### src/rtl/result_conv_scheduler_pkg.sv
// rtl/result_conv_scheduler_pkg.sv - shared types and constants for the result converter scheduler
package result_conv_scheduler_pkg;

  typedef enum logic {
    IDLE = 1'b0,
    CONV = 1'b1
  } state_t;

  localparam logic [3:0] BCD_BLANK = 4'hF;
  localparam logic [7:0] MAX_DEC   = 8'd99;

  localparam logic [1:0] AN_UNITS = 2'b10;
  localparam logic [1:0] AN_TENS  = 2'b01;
  localparam logic [1:0] AN_OFF   = 2'b11;

endpackage

### src/rtl/result_conv_scheduler_scan_driver.sv
// rtl/result_conv_scheduler_scan_driver.sv - 2-digit multiplexed display scanner
module result_conv_scheduler_scan_driver
  import result_conv_scheduler_pkg::*;
#(
  parameter int SCAN_DIV = 50000,
  parameter bit BLANK_LZ = 1'b1
) (
  input  logic       clk,
  input  logic       rst,
  input  logic       valid,
  input  logic       ov,
  input  logic [3:0] dig_tens,
  input  logic [3:0] dig_units,
  output logic [1:0] an,
  output logic [3:0] seg_bcd
);

  localparam int CW = (SCAN_DIV > 2) ? $clog2(SCAN_DIV) : 1;

  logic [CW-1:0] cnt;
  logic          slot_tens;

  // Free-running divider; keeps scanning even with nothing to show.
  always_ff @(posedge clk) begin
    if (rst) begin
      cnt       <= '0;
      slot_tens <= 1'b0;
    end else if (cnt == CW'(SCAN_DIV - 1)) begin
      cnt       <= '0;
      slot_tens <= ~slot_tens;
    end else begin
      cnt <= cnt + 1'b1;
    end
  end

  always_comb begin
    seg_bcd = slot_tens ? dig_tens : dig_units;
    an      = AN_OFF;
    if (valid) begin
      if (!slot_tens)
        an = AN_UNITS;
      else if (BLANK_LZ && (dig_tens == 4'd0) && !ov)
        an = AN_OFF;
      else
        an = AN_TENS;
    end
  end

endmodule

### src/rtl/result_conv_scheduler.sv
// rtl/result_conv_scheduler.sv - round-robin sequencer for the shared binary-to-BCD converter
module result_conv_scheduler
  import result_conv_scheduler_pkg::*;
#(
  parameter int SETTLE_CYCLES = 1,
  parameter int SCAN_DIV      = 50000,
  parameter bit BLANK_LZ      = 1'b1
) (
  input  logic       clk,
  input  logic       rst,
  input  logic       req0,
  input  logic [7:0] val0,
  input  logic       req1,
  input  logic [7:0] val1,
  output logic       ack0,
  output logic       ack1,
  output logic [7:0] conv_b,
  input  logic [3:0] conv_d,
  input  logic [3:0] conv_u,
  input  logic       conv_ov,
  output logic       busy,
  output logic       valid,
  output logic       src,
  output logic [3:0] dig_tens,
  output logic [3:0] dig_units,
  output logic       ov,
  output logic [1:0] an,
  output logic [3:0] seg_bcd
);

  state_t     state;
  logic [3:0] settle;
  logic       gnt;
  logic       last_grant;
  logic       win;
  logic       ov_next;

  // On a tie the requester that did not win last time gets the converter.
  always_comb begin
    win     = (req0 && req1) ? ~last_grant : req1;
    ov_next = conv_ov | (conv_b > MAX_DEC);
  end

  always_ff @(posedge clk) begin
    if (rst) begin
      state      <= IDLE;
      ack0       <= 1'b0;
      ack1       <= 1'b0;
      conv_b     <= '0;
      busy       <= 1'b0;
      valid      <= 1'b0;
      src        <= 1'b0;
      dig_tens   <= '0;
      dig_units  <= '0;
      ov         <= 1'b0;
      settle     <= '0;
      gnt        <= 1'b0;
      last_grant <= 1'b1;
    end else begin
      ack0 <= 1'b0;
      ack1 <= 1'b0;
      case (state)
        IDLE: begin
          if (req0 || req1) begin
            conv_b     <= win ? val1 : val0;
            gnt        <= win;
            last_grant <= win;
            ack0       <= ~win;
            ack1       <= win;
            settle     <= 4'(SETTLE_CYCLES - 1);
            busy       <= 1'b1;
            state      <= CONV;
          end
        end
        CONV: begin
          if (settle != 4'd0) begin
            settle <= settle - 1'b1;
          end else begin
            // Out-of-range values discard the converter digits entirely.
            dig_tens  <= ov_next ? BCD_BLANK : conv_d;
            dig_units <= ov_next ? BCD_BLANK : conv_u;
            ov        <= ov_next;
            valid     <= 1'b1;
            src       <= gnt;
            busy      <= 1'b0;
            state     <= IDLE;
          end
        end
        default: state <= IDLE;
      endcase
    end
  end

  result_conv_scheduler_scan_driver #(
    .SCAN_DIV (SCAN_DIV),
    .BLANK_LZ (BLANK_LZ)
  ) u_scan (
    .clk       (clk),
    .rst       (rst),
    .valid     (valid),
    .ov        (ov),
    .dig_tens  (dig_tens),
    .dig_units (dig_units),
    .an        (an),
    .seg_bcd   (seg_bcd)
  );

endmodule

### config.mk
export PLATFORM = sky130hd
export DESIGN_NAME = result_conv_scheduler
export DESIGN_NICKNAME = d
export VERILOG_FILES = /design/src/rtl/result_conv_scheduler_pkg.sv /design/src/rtl/result_conv_scheduler_scan_driver.sv /design/src/rtl/result_conv_scheduler.sv
export SDC_FILE = /design/constraint.sdc
export NUM_CORES = 1
export LEC_CHECK = 0
export CORE_ASPECT_RATIO = 1.25
export CORE_MARGIN = 3
export CORE_UTILIZATION = 42
export CTS_CLUSTER_SIZE = 40
export DETAILED_ROUTE_END_ITERATION = 16
export PLACE_DENSITY = 0.86
export SYNTH_ARGS = -nofsm -noshare
export SYNTH_HDL_FRONTEND = slang
export SYNTH_SLANG_ARGS = --single-unit
### constraint.sdc
create_clock -name clk -period 1.5 [get_ports clk]
set_input_delay 0.225 -clock clk [delete_from_list [all_inputs] [get_ports clk]]
set_output_delay 0.225 -clock clk [all_outputs]
set_load 0.1 [all_outputs]
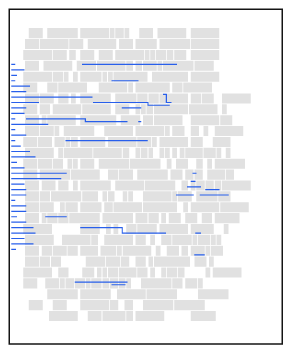
Fig. 1. The metal 3 layer.
Drawn at 4 px/um. Cells faint in the background.
The longest straight run is 23.5 um. 50 nets have wire on it. The wires run mostly horizontal.

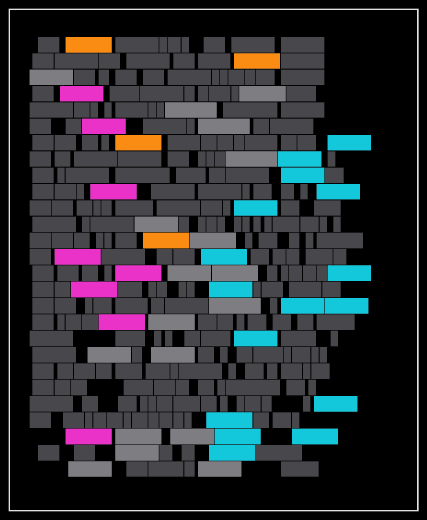
Fig. 2. Sequential cells colored by netlist name.
Drawn at 6 px/um. Other sequential cells in the stronger gray, the rest of the logic in the fainter gray.
dig_units: shown in orange, placed flops 4. conv_b: shown in magenta, placed flops 8. u_scan.cnt: shown in cyan, placed flops 16.

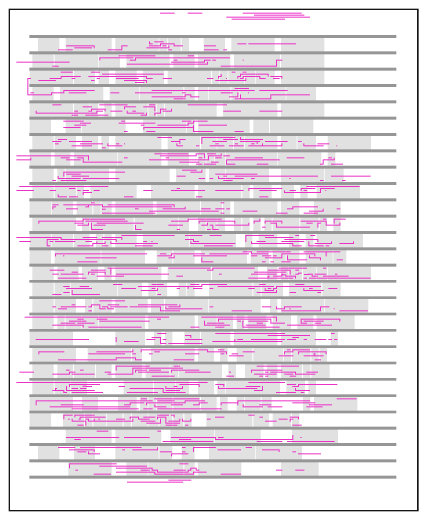
Fig. 3. Met1 routing.
Drawn at 6 px/um. Supply wires on this layer in gray. Cells faint in the background.
The longest straight run is 31.7 um. The wires run mostly horizontal. The layer carries 2190 um of wire.

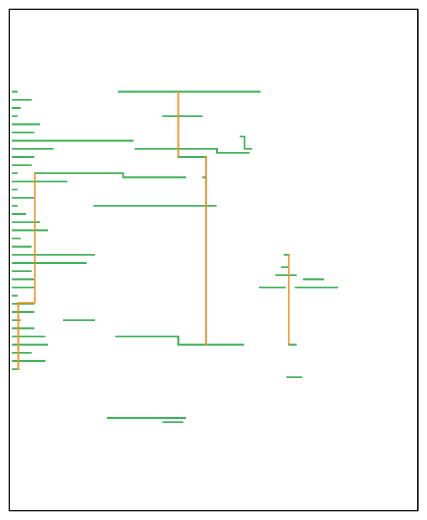
Fig. 4. Wiring by layer.
Drawn at 6 px/um. Two of the layers only.
met4: shown in orange, wire length 92.5 um. met3: shown in green, wire length 316 um.

==> deck_impl_summary.md <==
Implementation Results

Outcome
  • Status: finished, violations left
  • Failing checks: setup timing

STA
  • Setup-failing EPs final: 2
  • Worst setup margin: -0.408 ns
  • Worst slew pin tran: 0.475 ns
  • Slew HR: 67.8%

Final layout
  • Post-route cell area: 0.00334 mm2
  • Register area: 961 um2
  • Dominant kind of cell by area: multi-input combinational cells

Die
  • Die Wd: 67.8 um
  • Die area: 0.00565 mm2
  • I/O Pins: 57

Clock network
  • Post-CTS Setup Bufs: 2
  • H-Tree Depth: 2

Critical path
  • R2R Setup Slk: -0.01 ns
  • Slowest cell on the critical path: or4_1
  • Worst R2R Path Depth: 5
  • Critical Path Start: ov
  • Crit-path cells: or4_1 > o211ai_1 > buf_12
  • Critical path's top delay family: simple AND/OR/NAND/NOR gates
  • CP endpoint kind: output port

Synthesis
  • Ys flops: 46
  • Yosys top cell area share: 45.9%
  • Top cells, area: dfxtp_1, nor2_1, xnor2_1, mux2i_1, nor3_1

Global route
  • Largest net degree at the start of global routing: 22
  • Vias in the first global route: 1961

Drt
  • Via-per-instance ratio: 5.39
## cells by family after synthesis
family / synth area share [%]
AOI/OAI and AO/OA: 6.60
muxes: 6.73
adders and majority gates: 1.87
xor gates and xnor gates: 6.98
DFF: 45.9
and+or+nand+nor: 28.3
buffers and inverters: 3.68
## cells in the final DEF, fill, tap and decap left out, types with 2 or more instances in the layout
master	n
nand2_1	6
nor3b_1	3
buf_12	28
nor2_1	51
clkdlybuf4s50_1	28
nand4_1	3
mux2_4	4
or3_1	2
inv_1	5
nor2_2	3
inv_2	2
nand3_4	3
clkbuf_16	2
a211oi_1	8
xor2_1	3
buf_4	19
nor4_2	3
dfxtp_1	22
mux2i_1	9
nand2b_2	2
nor3_2	2
dfxtp_4	4
nor3_1	12
xnor2_1	13
dfxtp_2	20
a21oi_1	2
nand3_1	5
clkbuf_8	6
